==> config.mk <==
export PLATFORM = sky130hd
export DESIGN_NAME = jtag_tap
export DESIGN_NICKNAME = d
export VERILOG_FILES = /design/src/rtl/jtag_pkg.sv /design/src/rtl/jtag_tap_fsm.sv /design/src/rtl/jtag_tap.sv
export SDC_FILE = /design/constraint.sdc
export NUM_CORES = 1
export LEC_CHECK = 0
export ABC_AREA = 1
export CORE_MARGIN = 1
export CORE_UTILIZATION = 38
export CTS_CLUSTER_SIZE = 40
export DETAILED_ROUTE_END_ITERATION = 10
export HOLD_SLACK_MARGIN = 0.12
export MAX_ROUTING_LAYER = met4
export PLACE_DENSITY = 0.63
export RECOVER_POWER = 50
export REMOVE_ABC_BUFFERS = 1
export SLEW_MARGIN = 25
export SYNTH_ARGS = -nofsm -noshare
export SYNTH_HDL_FRONTEND = slang
export SYNTH_SLANG_ARGS = --single-unit
==> constraint.sdc <==
create_clock -name TCK -period 2.47 [get_ports TCK]
set_clock_uncertainty 0.15 [all_clocks]
set_input_delay 0.741 -clock TCK [delete_from_list [all_inputs] [get_ports TCK]]
set_output_delay 0.741 -clock TCK [all_outputs]
set_load 0.02 [all_outputs]
==> src/rtl/jtag_pkg.sv <==
// Shared TAP definitions: IEEE 1149.1 state encoding and built-in opcodes.
package jtag_pkg;

  typedef enum logic [3:0] {
    EXIT2_DR         = 4'h0,
    EXIT1_DR         = 4'h1,
    SHIFT_DR         = 4'h2,
    PAUSE_DR         = 4'h3,
    SELECT_IR_SCAN   = 4'h4,
    UPDATE_DR        = 4'h5,
    CAPTURE_DR       = 4'h6,
    SELECT_DR_SCAN   = 4'h7,
    EXIT2_IR         = 4'h8,
    EXIT1_IR         = 4'h9,
    SHIFT_IR         = 4'hA,
    PAUSE_IR         = 4'hB,
    RUN_TEST_IDLE    = 4'hC,
    UPDATE_IR        = 4'hD,
    CAPTURE_IR       = 4'hE,
    TEST_LOGIC_RESET = 4'hF
  } tap_state_e;

  // BYPASS is all-ones at whatever IR width is chosen; truncate on use.
  localparam logic [31:0] OP_BYPASS = 32'hFFFF_FFFF;
  localparam logic [31:0] OP_IDCODE = 32'h0000_0001;
  localparam int unsigned USER_BASE = 2;

endpackage

==> src/rtl/jtag_tap_fsm.sv <==
// 16-state TAP controller; TMS steers the state on every rising TCK.
module jtag_tap_fsm
  import jtag_pkg::*;
(
  input  logic       TCK,
  input  logic       TRSTn,
  input  logic       TMS,
  output tap_state_e state
);

  tap_state_e state_q, state_d;

  always_ff @(posedge TCK) begin
    if (!TRSTn) state_q <= TEST_LOGIC_RESET;
    else        state_q <= state_d;
  end

  always_comb begin
    state_d = state_q;
    case (state_q)
      TEST_LOGIC_RESET: state_d = TMS ? TEST_LOGIC_RESET : RUN_TEST_IDLE;
      RUN_TEST_IDLE:    state_d = TMS ? SELECT_DR_SCAN   : RUN_TEST_IDLE;
      SELECT_DR_SCAN:   state_d = TMS ? SELECT_IR_SCAN   : CAPTURE_DR;
      CAPTURE_DR:       state_d = TMS ? EXIT1_DR         : SHIFT_DR;
      SHIFT_DR:         state_d = TMS ? EXIT1_DR         : SHIFT_DR;
      EXIT1_DR:         state_d = TMS ? UPDATE_DR        : PAUSE_DR;
      PAUSE_DR:         state_d = TMS ? EXIT2_DR         : PAUSE_DR;
      EXIT2_DR:         state_d = TMS ? UPDATE_DR        : SHIFT_DR;
      UPDATE_DR:        state_d = TMS ? SELECT_DR_SCAN   : RUN_TEST_IDLE;
      SELECT_IR_SCAN:   state_d = TMS ? TEST_LOGIC_RESET : CAPTURE_IR;
      CAPTURE_IR:       state_d = TMS ? EXIT1_IR         : SHIFT_IR;
      SHIFT_IR:         state_d = TMS ? EXIT1_IR         : SHIFT_IR;
      EXIT1_IR:         state_d = TMS ? UPDATE_IR        : PAUSE_IR;
      PAUSE_IR:         state_d = TMS ? EXIT2_IR         : PAUSE_IR;
      EXIT2_IR:         state_d = TMS ? UPDATE_IR        : SHIFT_IR;
      UPDATE_IR:        state_d = TMS ? SELECT_DR_SCAN   : RUN_TEST_IDLE;
      default:          state_d = TEST_LOGIC_RESET;
    endcase
  end

  assign state = state_q;

endmodule

==> src/rtl/jtag_tap.sv <==
// JTAG endpoint: TAP FSM, instruction register, BYPASS/IDCODE DRs,
// user DR steering and the negedge TDO driver.
module jtag_tap
  import jtag_pkg::*;
#(
  parameter int unsigned IR_WIDTH = 4,
  parameter logic [31:0] IDCODE   = 32'h1234_5679,
  parameter int unsigned NUM_USER = 2
) (
  input  logic                TCK,
  input  logic                TRSTn,
  input  logic                TMS,
  input  logic                TDI,
  output logic                TDO,
  output logic                TDO_en,
  output logic [3:0]          state,
  output logic [IR_WIDTH-1:0] ir,
  output logic [NUM_USER-1:0] user_sel,
  output logic                user_capture,
  output logic                user_shift,
  output logic                user_update,
  input  logic [NUM_USER-1:0] user_tdo
);

  tap_state_e tap_state;

  logic [IR_WIDTH-1:0] ir_q, ir_d, ir_sr_q, ir_sr_d;
  logic [NUM_USER-1:0] user_sel_q, user_sel_d;
  logic [31:0]         id_sr_q, id_sr_d;
  logic                bypass_q, bypass_d;
  logic                tdo_q, tdo_d, tdo_en_q, tdo_en_d;
  logic                idcode_sel, user_active, bypass_sel, dr_tdo;

  jtag_tap_fsm u_fsm (
    .TCK   (TCK),
    .TRSTn (TRSTn),
    .TMS   (TMS),
    .state (tap_state)
  );

  function automatic logic [NUM_USER-1:0] decode_user(input logic [IR_WIDTH-1:0] op);
    decode_user = '0;
    if (32'(op) >= USER_BASE && 32'(op) < USER_BASE + NUM_USER)
      decode_user = NUM_USER'(1) << (32'(op) - USER_BASE);
  endfunction

  assign idcode_sel  = (ir_q == IR_WIDTH'(OP_IDCODE));
  assign user_active = |user_sel_q;
  // Undefined opcodes fall back to the 1-bit bypass path, same as all-ones.
  assign bypass_sel  = (ir_q == IR_WIDTH'(OP_BYPASS)) || !(idcode_sel || user_active);

  always_comb begin
    ir_d     = ir_q;
    ir_sr_d  = ir_sr_q;
    id_sr_d  = id_sr_q;
    bypass_d = bypass_q;
    case (tap_state)
      CAPTURE_IR: ir_sr_d = IR_WIDTH'(1);
      SHIFT_IR:   ir_sr_d = {TDI, ir_sr_q[IR_WIDTH-1:1]};
      UPDATE_IR:  ir_d    = ir_sr_q;
      CAPTURE_DR: begin
        bypass_d = 1'b0;
        id_sr_d  = IDCODE;
      end
      SHIFT_DR: begin
        if (idcode_sel)      id_sr_d  = {TDI, id_sr_q[31:1]};
        else if (bypass_sel) bypass_d = TDI;
      end
      default: ;
    endcase
    // Entering or sitting in TEST_LOGIC_RESET selects IDCODE on the same edge.
    if (tap_state == TEST_LOGIC_RESET || (tap_state == SELECT_IR_SCAN && TMS))
      ir_d = IR_WIDTH'(OP_IDCODE);
    user_sel_d = decode_user(ir_d);
  end

  always_ff @(posedge TCK) begin
    if (!TRSTn) begin
      ir_q       <= IR_WIDTH'(OP_IDCODE);
      ir_sr_q    <= '0;
      id_sr_q    <= IDCODE;
      bypass_q   <= 1'b0;
      user_sel_q <= '0;
    end else begin
      ir_q       <= ir_d;
      ir_sr_q    <= ir_sr_d;
      id_sr_q    <= id_sr_d;
      bypass_q   <= bypass_d;
      user_sel_q <= user_sel_d;
    end
  end

  always_comb begin
    dr_tdo = bypass_q;
    if (idcode_sel)       dr_tdo = id_sr_q[0];
    else if (user_active) dr_tdo = |(user_sel_q & user_tdo);
    tdo_d    = tdo_q;
    tdo_en_d = 1'b0;
    if (tap_state == SHIFT_IR) begin
      tdo_d    = ir_sr_q[0];
      tdo_en_d = 1'b1;
    end else if (tap_state == SHIFT_DR) begin
      tdo_d    = dr_tdo;
      tdo_en_d = 1'b1;
    end
  end

  // TDO launches on the falling edge so the probe samples it on the next rise.
  always_ff @(negedge TCK) begin
    if (!TRSTn) begin
      tdo_q    <= 1'b0;
      tdo_en_q <= 1'b0;
    end else begin
      tdo_q    <= tdo_d;
      tdo_en_q <= tdo_en_d;
    end
  end

  assign TDO          = tdo_q;
  assign TDO_en       = tdo_en_q;
  assign state        = tap_state;
  assign ir           = ir_q;
  assign user_sel     = user_sel_q;
  assign user_capture = user_active && (tap_state == CAPTURE_DR);
  assign user_shift   = user_active && (tap_state == SHIFT_DR);
  assign user_update  = user_active && (tap_state == UPDATE_DR);

endmodule

==> reports/qor.txt, run 1 <==
status = finished, violations left
failing checks = setup timing
ratio of cells with drive above 1 in the final layout = 0.166
data arrival time of the critical path = 2.03 ns
Comb. pwr = 1.04 mW
sequential power = 1.07 mW
slowest CP cell = dfxtp_2
final setup margin = -0.446 ns
clk pwr = 0.601 mW
reg-to-reg setup timing slack = -0.08 ns
Finished Core Util = 0.515
standard-cell row count = 26
root buffer cell = clkbuf_8
total power = 2.72 mW
Comb area = 957 um2
Mapped Cells = 285
Reg2Reg Depth = 7
Setup crit end = TDO
synthesized area per cell = 7.22 um2
final-report setup violation count = 5
Biggest consumer = registers
placed cells = 389
Final Cell Area = 2660 um2
worst hold path class = reg2reg
I/O pin count = 21
clock tree from TritonCTS = built
Peak VDD IR = 500 uV
delay-heaviest family, CP = flip-flops
Die ar. = 5710 um2
H-tree depth = 2
drt first pass iters = 4
Chip Area, Yosys = 2060 um2
Final GP Congestion = 0.848
MaxCap Viol Count = 0
Placed Area = 2490 um2
first-pass GRT wire length = 7800 um
CTS clk-pin slew, worst paths = 0.08 ns
combinational power share = 0.384
Req. time, crit path = 1.58 ns
DRC = 0
run 1: how the worst min path moves through the flow:
stage	endpoint	slack, ns	cells past startpoint
floorplan	id_sr_q[10]	0.27	2
global placement	id_sr_q[21]	0.28	2
detailed placement	id_sr_q[21]	0.29	2
CTS	id_sr_q[4]	0.31	2
global route	id_sr_q[4]	0.33	2
finish	id_sr_q[4]	0.30	2
run 1: logic make-up (layout without fill, tap and decap cells):
logic type / Yosys count / in the layout / share of synthesized area
fa+ha+maj: 2 / 2 / 0.0122
simple gates: 139 / 139 / 0.289
compound gates: 66 / 66 / 0.166
flops: 49 / 49 / 0.477
buf+inv: 29 / 82 / 0.0565
run 1: area by class of cell:
class                           instances  share of cell area
Tap cell                               70              0.0329
Inverter                               16              0.0230
Clock buffer                            7              0.0324
Timing Repair Buffer                   56               0.168
Multi-Input combinational cell        207               0.359
Sequential cell                        49               0.370
Clock inverter                          3              0.0141
run 1: metal layers:
| layer | global-route usage | wire, um |
|---|---|---|
| met4 | 0.0700 | 57 |
| met2 | 0.286 | 2120 |
| met3 | 0.0410 | 171 |
| met1 | 0.239 | 2320 |
| met5 | - | 0 |
run 1: cells in the mapped netlist (all sizes together):
master,number,share of area
a22oi,1,0.0036
inv,16,0.029
clkbuf,4,0.0073
nand3,29,0.071
a21oi,24,0.058
o21ai,37,0.090
nand4,4,0.012
a31oi,1,0.0030
nand3b,1,0.0036
nor2,41,0.082
buf,8,0.018
ha,2,0.012
nor3,2,0.0049
a211oi,1,0.0036
o211ai,2,0.0073
nand2,62,0.12
clkinv,1,0.0018
dfxtp,49,0.48
run 1: flip-flops by register name (all words and copies together) (netlist names):
signal,count
id_sr_q,32
ir_sr_q,4
user_sel,2
TDO,1
TDO_en,1
u_fsm.state,4
bypass_q,1
ir,4
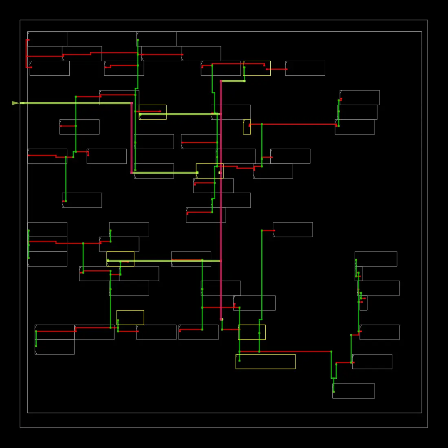
(run_1/clocks.png)
Num CTS Buffers: 5
Sink Count: 49
worst skew pair latency: 0.30 ns
number of clock buffers in the layout: 7
registers: 49

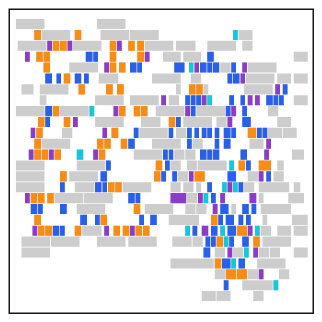
(run_1/logic_types.png)
(4 px per um)
[inverters] cyan | cells: 16
[inverting AOI/OAI gates] orange | cells: 66
[NOR gates] purple | cells: 43
[NAND gates] blue | cells: 96
Commonest Layout Cell: nand2_1
fraction of area in multi-input gates: 0.359
Finished Layout Cells: 408

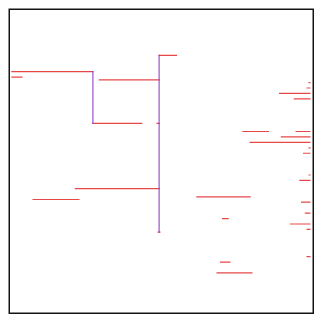
(run_1/wires.png)
(4 px per um) Only two layers are drawn.
[metal 4] purple | wire length: 57.1 um
[metal 3] red | wire length: 171 um

==> run 2: changes to the inputs <==
==> constraint.sdc (replaced) <==
create_clock -name TCK -period 2.47 [get_ports TCK]
set_clock_uncertainty 0.15 [all_clocks]
set_input_delay 0.3705 -clock TCK [delete_from_list [all_inputs] [get_ports TCK]]
set_output_delay 0.3705 -clock TCK [all_outputs]
set_load 0.02 [all_outputs]
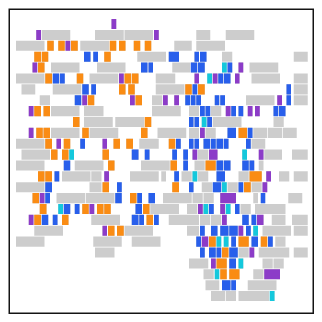
(run_2/logic_types.png)
(4 px per um)
[NAND gates] blue | cells: 96
[inverting AOI/OAI gates] orange | cells: 66 | where: all over the die
[NOR gates] purple | cells: 43
[inverters] cyan | cells: 16
fraction of area in multi-input gates: 0.367
Finished Layout Cells: 403

==> reports/qor.txt, run 2 <==
status = finished, violations left
failing checks = setup timing
area share, top type = 0.477
MaxCap Viol Count = 0
slowest CP cell = dfxtp_2
top cells by count = nand2_1, dfxtp_1, nor2_1, o21ai_0, nand3_1
hold depth = 2
most flop-heavy register = id_sr_q
data arrival time of the critical path = 2.06 ns
Largest register FFs = 32
Hold Path Sink = id_sr_q[10]
final-report setup violation count = 2
standard-cell row count = 26
Mapped Area = 2060 um2
first-pass GRT wire length = 8020 um
root buffer cell = clkbuf_8
worst skew pair latency = 0.31 ns
worst slew pin tran = 0.504 ns
Req. time, crit path = 1.95 ns
Num CTS Buffers = 5
DRC = 0
Peak VDD IR = 418 uV
Reg2Reg Depth = 8
Sink Count = 49
endpoint type of the worst setup path = output pin
delay-heaviest family, CP = flip-flops
reg-to-reg setup timing slack = 0.03 ns
Final GP Congestion = 0.836
EDFF count, synth = 0
Mapped Cells = 285
drt first pass iters = 4
static leakage = 1.18 nW
Critical path buffers and inverters = 1
Setup crit end = TDO
number of global-route vias before repair = 1,799
Most common reg cell = dfxtp_1
total power = 2.64 mW
CP Depth = 1
number of cells in Yosys stat = 285
post-synth top area cell = dfxtp_1
Die ar. = 5710 um2
gr usage total = 0.193
Top cells by area = dfxtp_1, nand2_1, o21ai_0
Yosys warnings = 0
CTS clk-pin slew, worst paths = 0.09 ns
tool warning count = 29
R2R Path Start = u_fsm.state[1]
worst hold path class = reg2reg
R2R Path End = TDO
Chip Area, Yosys = 2060 um2
ratio of cells with drive above 1 in the final layout = 0.162
Async SR Flop Fraction = 0
Max Slew Vio Count = 0
Synth top cell by count = nand2_1
Final ANT Viol Nets = 0
Commonest Layout Cell = nand2_1
Seq/Total Area, Yosys = 0.477
I/O pin count = 21
clock tree from TritonCTS = built
placed cells = 387
synthesized area per cell = 7.22 um2
final setup margin = -0.114 ns
H-tree depth = 2
number of DRC markers in iteration 0 = 150
[run 2: stage by stage]
step	hold slack [ns]	util	TNS [ns]	cell area, um2	setup WS (ns)
global placement	0.282	0.478	-0.698	2470	-0.216
floorplan	0.274	-	-0.362	2010	-0.362
finish	0.308	0.510	-0.177	2640	-0.114
CTS	0.313	0.508	-0.168	2630	-0.0940
detailed placement	0.289	0.478	-0.735	2470	-0.244
global route	0.335	0.510	-0.328	2640	-0.158
[run 2: cell families (layout without fill, tap and decap cells)]
logic type / Yosys count / in the layout / share of synthesized area
AND-OR/OR-AND: 66 / 66 / 0.166
adder cells (fa/ha/maj): 2 / 2 / 0.0122
buffers and inverters: 29 / 77 / 0.0565
flip-flops: 49 / 49 / 0.477
AND/OR/NAND/NOR: 139 / 139 / 0.289
[run 2: what timing repair did]
item	in CTS	in global routing
setup buffers	7	0
setup endpoints to repair	3	6
pin swaps	1	1
resized	15	6
hold buffers	0	0
[run 2: metal layers]
| layer | wire [um] | vias to the layer above | GRT usage |
|---|---|---|---|
| met2 | 2230 | 71 | 0.305 |
| met1 | 2190 | 919 | 0.239 |
| met3 | 333 | 11 | 0.0423 |
| li1 | - | 1045 | - |
| met5 | 0 | - | - |
| met4 | 101 | 0 | 0.0802 |
[run 2: final cells by class]
| cell class | instances | area, um2 | area share |
|---|---|---|---|
| timing repair buffer | 51 | 434 | 0.165 |
| clock inverter | 5 | 32.5 | 0.0123 |
| multi-input combinational | 207 | 970 | 0.367 |
| sequential | 49 | 986 | 0.374 |
| clock buffer | 5 | 68.8 | 0.0261 |
| tap | 70 | 87.6 | 0.0332 |
| inverter | 16 | 60.1 | 0.0228 |
[run 2: report_power, final]
group / total [mW] / switching, mW / internal, mW
clock network: 0.507 / 0.298 / 0.209
logic: 1.06 / 0.622 / 0.439
registers: 1.07 / 0.0970 / 0.974
Power and IR drop assume default switching activity.
